==> config.mk <==
export PLATFORM = sky130hd
export DESIGN_NAME = seq_div_unit
export DESIGN_NICKNAME = d
export VERILOG_FILES = /design/src/rtl/seq_div_unit.sv
export SDC_FILE = /design/constraint.sdc
export NUM_CORES = 1
export LEC_CHECK = 0
export ABC_AREA = 1
export CAP_MARGIN = 0
export CORE_MARGIN = 1.5
export CORE_UTILIZATION = 56
export CTS_CLUSTER_DIAMETER = 80
export DETAILED_ROUTE_END_ITERATION = 12
export GPL_TIMING_DRIVEN = 0
export PLACE_DENSITY = 0.79
export SLEW_MARGIN = 20
export SYNTH_ARGS = -nofsm -noshare
export SYNTH_HDL_FRONTEND = slang
export SYNTH_SLANG_ARGS = --single-unit
export TNS_END_PERCENT = 30
==> constraint.sdc <==
create_clock -name clk -period 6.1 [get_ports clk]
set_input_delay 1.22 -clock clk [delete_from_list [all_inputs] [get_ports clk]]
set_output_delay 1.22 -clock clk [all_outputs]
set_load 0.1 [all_outputs]
==> run_1/met2.png <==
Bar = 50 um.
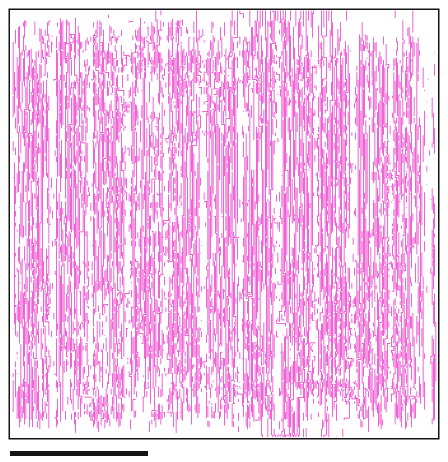
The layer holds 48% of the routed length. The wires run mostly vertical. The longest straight run is 80.9 um.
Vias: 15,400
final wirelength: 51,930 um
met2 Resource Use GR: 0.7548

==> run_1/final_placement.png <==
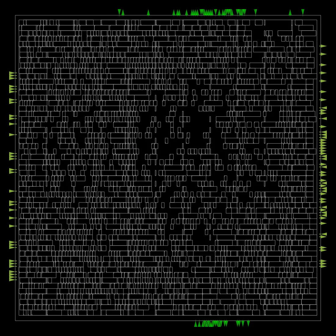
tap cells: 285
core box area: 0.02257 mm2
fillcell total: 2,063
Non-Filler Instances: 2,564

==> run_1/wire_density.png <==
31 x 31 tiles, from white (low) to dark blue (high), scaled to the fullest tile. Values are wire area over tile area, all layers added.
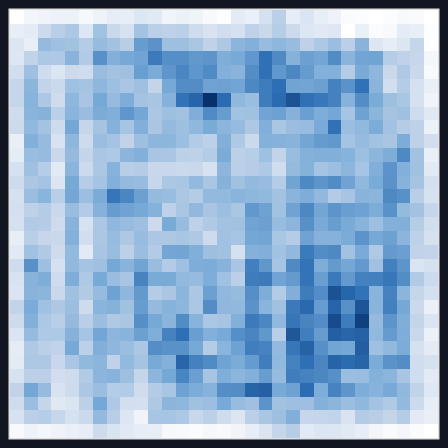
The fullest tile reaches 0.96. 25% of the tiles are over half the peak. 1.0% of the tiles are nearly empty.
Total GRT Usage: 0.4282
WL/cell: 20.25 um

==> results.txt, run 1 <==
flow finished, numbers: Post-CTS Setup Bufs 0, tool warnings 27, Slew HR 0.2519, Port Buffers 133, Mapped Cells ~2,100, Fin Hold WS 0.4600 ns, Area leader share 0.2643, Die Span Y ~150 um, comb area leader simple AND/OR/NAND/NOR gates, Critical Path AT a little over 4 ns, Adder Area Share 0.03848, routability cong. ~1, Hold Vio Cnt, Final 0, Initial Util 0.5705, synth unique cells approximately 55, Via density roughly 6, aoi share 0.1966, Layout area overhead 17.65%, total design power 0.006012 W, Avg Synthesized Cell Area ~6 um2, clock skew 0.01584 ns, worst vdd ir slightly above 200 uV, Boundary Pins between 100 and 150, Crit Path Category register to output port, max_cap viols 0, #FFs+latches synth about 170, ys cells 2,113, Required @ worst endpoint roughly 4.9 ns, crit-path max FO 10, CTS tree yes, post-route cell area roughly 0.015 mm2, Final Core Density 0.6712, RSZ-0062 raised after global routing no, pwr dens between 300 and 400 mW/mm2, final net count 2,372, initial DRC count 1,551, Power Sequential 0.00132 W, Cell Chain, Critical Path inv_1 -> nor2_1 -> clkbuf_1 -> clkbuf_1 -> clkdlybuf4s50_1, H-Tree Depth 4, most frequent cell after synthesis nand2_1, layout cell share with drive strength beyond 1 0.05268, drt first pass iters 6, top cells by area dfxtp_1 (26%), nand2_1 (16%), inv_1 (7.8%), a21oi_1 (7.3%), nor2_1 (5.8%), CTS max path bufs 2, R2R Setup Slk 1.14 ns, Switching Share 0.5314, pins over their slew limit 0, sequential cell area around 0.0034 mm2, Std-Cell Rows between 50 and 60, Top power group combinational cells, Power Internal ~0.0028 W, P_sw between 0.003 and 0.004 W, Die W ~150 um, asr flop ratio synth 0, most numerous logic cell after layout nand2_1, Comb. pwr 0.00358 W, top post-synthesis cells by count nand2_1 (550), inv_1 (268), nor2_1 (198), a21oi_1 (187), dfxtp_1 (170), Post-Syn Area 0.01288 mm2, DRC 0, clk root buf clkbuf_16, Place WS ~0.73 ns, Dominant flop cell dfxtp_1, full die area 0.02391 mm2, remaining antenna violation count 0, status completed, CTS sink count around 170, TritonCTS Buffers 17, vias in the first global route approximately 14,000, Sequential Power Share 0.220, hold_buf cts 0, CP most frequent cell clkbuf_1, crit path launch type register, XOR Share, Synth 0.04081, first-pass GRT wire length about 78,000 um, MUX area fraction 0, area figure in the yosys stat output 0.01288 mm2, FMAX between 150 and 200 MHz, Placed Cells between 2,000 and 3,000, Lkg Pwr between 6 and 7 nW, Net Count, Synth roughly 2,200, clk latency late pin 0.44 ns, CTS resizes 0, Yosys top cell by area dfxtp_1, yosys simple share 0.3490, worst-margin pin slew ~1.1 ns, combinational gate area a little over 0.008 mm2, CP Capture Type output port, largest net degree at the start of global routing 19, antenna violations before repair 2, Clk network pwr share 0.184, Hold Path Stages 2, total clock network power between 0.001 and 0.0015 W, final setup fails 0, Worst Reg-to-Reg Cells 28, Tmin final roughly 5.4 ns, Top cells excl fill/tap nand2_1 (550), inv_1 (268), nor2_1 (197), a21oi_1 (187), dfxtp_1 (170), Critical Path Slowest Stage Cell clkdlybuf4s50_1, DP HPWL about 41,000 um, combinational power share 0.596, remaining global-route overflow 0, worst min-delay path class register to register, fin crit share 0.8782, Post-synth EDFFs 0, slowest stage delay, CP approximately 1.2 ns, Placed Area 0.01457 mm2, Synth Seq Share 0.2643, setup tns final 0 ns, Final WS setup 0.7429 ns, Worst-path clk slew roughly 0.080 ns, number of synthesis warnings 0
==> run 1: worst max-delay path: cells and delay by family, from the launching register on <==
kind          cells  cell delay, ns
simple gates      1            0.84
flops             1            0.38
buf+inv           4            2.46
==> run 1: routing by layer <==
layer,vias up,GRT usage,part of all wire
met3,226,0.08041,0.095
met4,2,0.2679,0.068
met1,7009,0.4760,0.36
met5,-,0,0.00023
met2,904,0.7548,0.48
li1,7258,-,-
==> run 1: area by class of cell <==
class | count | share of cell area
well taps | 285 | 0.02354
clock buffers | 17 | 0.02808
inverters | 275 | 0.06813
plain buffers | 89 | 0.02610
repair buffers | 133 | 0.08787
multi-input cells | 1579 | 0.5313
flip-flops and latches | 170 | 0.2246
clock inverters | 15 | 0.01024
diodes | 1 | 0.0001652
==> run_1/port_nets.png <==
Bar = 50 um.
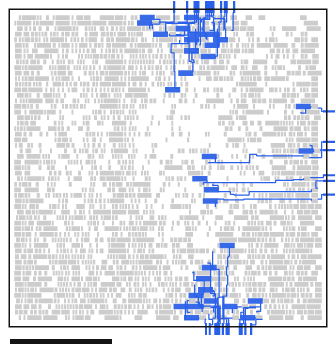

--- run 2 (diff from run 1) ---
--- a/config.mk
+++ b/config.mk
@@ -5,14 +5,13 @@
 export SDC_FILE = /design/constraint.sdc
 export NUM_CORES = 1
 export LEC_CHECK = 0
-export ABC_AREA = 1
 export CAP_MARGIN = 0
 export CORE_MARGIN = 1.5
 export CORE_UTILIZATION = 56
 export CTS_CLUSTER_DIAMETER = 80
 export DETAILED_ROUTE_END_ITERATION = 12
 export GPL_TIMING_DRIVEN = 0
-export PLACE_DENSITY = 0.79
+export PLACE_DENSITY = 0.8
 export SLEW_MARGIN = 20
 export SYNTH_ARGS = -nofsm -noshare
 export SYNTH_HDL_FRONTEND = slang
==> run_2/port_nets.png <==
Bar = 50 um.
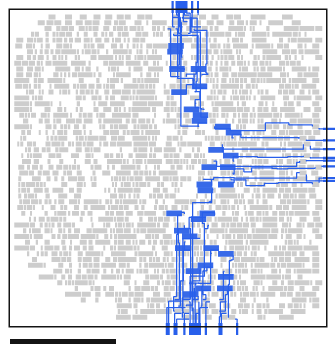
`remainder`: in blue, direction output, end cells 32, buffers 32, wire 1,570 um.
Port Buffers: 132
Boundary Pins: 134

==> run_2/met2.png <==
Bar = 50 um.
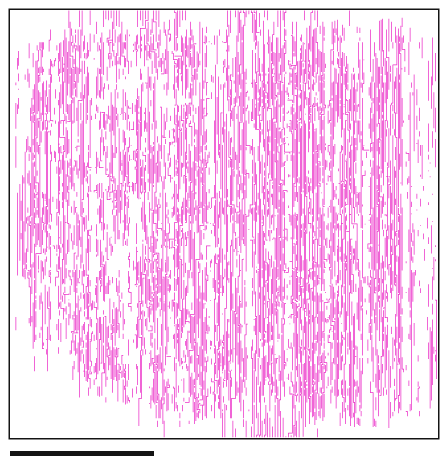
The layer holds 46% of the routed length. The longest straight run is 78.4 um. The wires run mostly vertical. 1,526 nets have wire on it. The layer carries 19,600 um of wire.
Vias: 12,950
met2 Resource Use GR: 0.6184
final wirelength: 42,840 um

==> run 2 against run 1 <==
Against the previous run:
- clock power shrank 4%
- fmax shrank 6.2%
- clock skew shrank 0.0039 ns
- highest routed layer is now met4
==> results.txt, run 2 <==
flow finished, numbers: fin crit share 0.9359 (+0.05772), R2R Setup Slk 0.39 ns (-0.75 ns), vias in the first global route 12,180 (-15%), XOR Share, Synth 0.09634 (+0.05554), most numerous logic cell after layout nor2_1, Lkg Pwr 5.186 nW (-25%), Worst path top cell family by delay AND-OR/OR-AND gates, Adder Area Share 0.04161 (+0.003129), #FFs+latches synth 170 (unchanged), top sig layer met4, Post-Syn Area 0.01191 mm2 (-7.5%), ys cells 1,585 (-25%), remaining global-route overflow 0 (unchanged), Initial Util 0.5683 (-0.002203), GR peak layer met2, tool warnings 27 (unchanged), Critical Path Slowest Stage Cell fa_1, worst vdd ir 487.6 uV (+140%), clock buf count 18 (+1), max_cap viols 0 (unchanged), Tmin final 5.709 ns (+0.3521 ns), cell depth of the worst setup path 22 (+17), Power Internal 0.004286 W (+52%), Area leader share 0.2858 (+0.02149), Avg Synthesized Cell Area 7.514 um2 (+23%), clk root buf clkbuf_16, top cells by area dfxtp_1 (29%), nor2_1 (7.1%), xor2_1 (5.2%), nand2_1 (5.2%), a21oi_1 (5.0%), full die area 0.02215 mm2 (-7.4%), routability cong. 0.9906 (about the same), met1 usage 0.4559 (-0.02017), yosys simple share 0.2265 (-0.1225), worst min-delay path class register to register, RSZ-0062 raised after global routing no, Hold Path Stages 2 (unchanged), fillcell total 1,861 (-9.8%), Power Sequential 0.00142 W (+8%), Final Core Density 0.6757 (+0.004432), largest net degree at the start of global routing 18 (-1), Top cells excl fill/tap nor2_1 (224), dfxtp_1 (170), nand2_1 (165), clkdlybuf4s50_1 (132), a21oi_1 (119), Worst-path clk slew 0.07 ns (about the same), number of non-clock buffers 237 (+6.8%), DRC 0 (unchanged), Total GRT Usage 0.3827 (-0.04549), Die W 148.8 um (-3.8%), Cell Chain, Critical Path inv_1 -> ha_1 -> inv_1 -> fa_1 -> a211oi_4 -> nor4_4 -> o211ai_2 -> a21o_1 -> o211a_1 -> buf_6 -> buf_4 -> buf_2 -> clkbuf_4 -> mux2i_1 -> ha_1 -> inv_1 -> nor4_4 -> a41oi_1 -> nand4b_1 -> o31ai_1 -> xor2_1 -> a221oi_1, Met3 Wirelength 3749 um (-24%), Net Count, Synth 1,692 (-24%), Layout area overhead 18.89%, comb area leader AND-OR/OR-AND gates, top post-synthesis cells by count nor2_1 (224), dfxtp_1 (170), nand2_1 (165), a21oi_1 (119), clkbuf_1 (83), combinational power share 0.733 (+0.137), status completed, CP most frequent cell inv_1, total design power 0.009307 W (+55%), Slew HR 0.3333 (+0.08132), layout cell share with drive strength beyond 1 0.05203 (-0.0006481), Dominant flop cell dfxtp_1, aoi share 0.2684 (+0.07188), DP HPWL 33,170 um (-20%), flop share of the area 0.2404 (+0.01574), Biggest Area Class multi-input combinational cells, initial DRC count 1,299 (-16%), clock skew 0.01194 ns (-0.003896 ns), core box area 0.02096 mm2 (-7.2%), clock tree cell share of total cell area 0.03950 (+0.001183), P_sw 0.005021 W (+57%), CTS resizes 1 (+1), crit path launch type register, Hold Vio Cnt, Final 0 (unchanged), antenna violations before repair 0 (-2), Sequential Power Share 0.153 (-0.067), remaining antenna violation count 0 (unchanged), worst-margin pin slew 0.9970 ns (-0.1210 ns), buffer and inverter count on the worst path 7 (+3), invs w/o clock 61 (-78%), total clock network power 0.00107 W (-4%), final setup fails 0 (unchanged), hold_buf cts 0 (unchanged), met1 wire length 16,390 um (-12%), Via density 6.398 (+6.5%), WL met2 19,550 um (-21%), Top power group combinational cells, area figure in the yosys stat output 0.01191 mm2 (-7.5%), clk latency late pin 0.44 ns (about the same), pwr dens 657.3 mW/mm2 (+66%), buffering overhead 0.1245 (+0.01055), met3 Usage GRT 0.06850 (-0.01191), sequential cell area 0.003403 mm2 (unchanged), Switching Share 0.5395 (+0.008043), Clk network pwr share 0.115 (-0.069), FMAX 175.2 MHz (-6.2%), crit-path max FO 10 (unchanged), slowest stage delay, CP 0.45 ns (-0.78 ns), TritonCTS Buffers 17 (unchanged), Comb/total area 0.5550 (+0.02371), synth unique cells 93 (+69%), pins over their slew limit 0 (unchanged), Die Span Y 148.8 um (-3.8%), combinational gate area 0.007858 mm2 (-2.4%), tap cells 275 (-3.5%), Required @ worst endpoint 6.44 ns (+1.56 ns), Std-Cell Rows 53 (-3.6%), H-Tree Depth 4 (unchanged), Synth Seq Share 0.2858 (+0.02149), Comb. pwr 0.00682 W (+91%), CTS tree yes, Critical Path AT 6.05 ns (+1.91 ns), number of synthesis warnings 0 (unchanged), registers 170 (unchanged), Post-synth EDFFs 0 (unchanged), WL/cell 21.17 um (+4.5%), ant diodes 0 (-1), Crit Path Category register to register, most frequent cell after synthesis nor2_1, CTS max path bufs 2 (unchanged), CP Capture Type register, asr flop ratio synth 0 (unchanged), Worst Reg-to-Reg Cells 22 (-21%), first-pass GRT wire length 65,140 um (-16%), Yosys top cell by area dfxtp_1, Post-CTS Setup Bufs 0 (unchanged), final net count 1,843 (-22%), CTS sink count 170 (unchanged), MI comb cells 1,249 (-21%), MUX area fraction 0.02501 (+0.02501), Mapped Cells 1,585 (-25%)
## run 2: netlist changes by cell type after synthesis, moves of 24 or more
cell / delta
a211oi_1: +58
a21oi_1: -68
inv_1: -209
nand2_1: -385
nand2_2: -24
nand3_1: -100
nand4_1: -25
nor2_1: +26
o21ai_0: -89
xnor2_1: +42
xor2_1: +29
## run 2: per-stage QoR
step                      TNS (ns)  worst slack [ns]  hold slack (ns)  instance area (um2)  std cells
final                            0            0.3907           0.4608                14160       2024
after global routing             0           0.01038           0.4866                14160       2024
after CTS                        0            0.1536           0.4638                14140       2024
after detailed placement  -0.09169          -0.07196           0.4540                13570       1992
after global placement     -0.1533           -0.1068           0.4435                13570       1992
after floorplan                  0             1.128           0.4319                11910       1585
Power figures rest on the tool's default switching activity, not on a simulated workload.
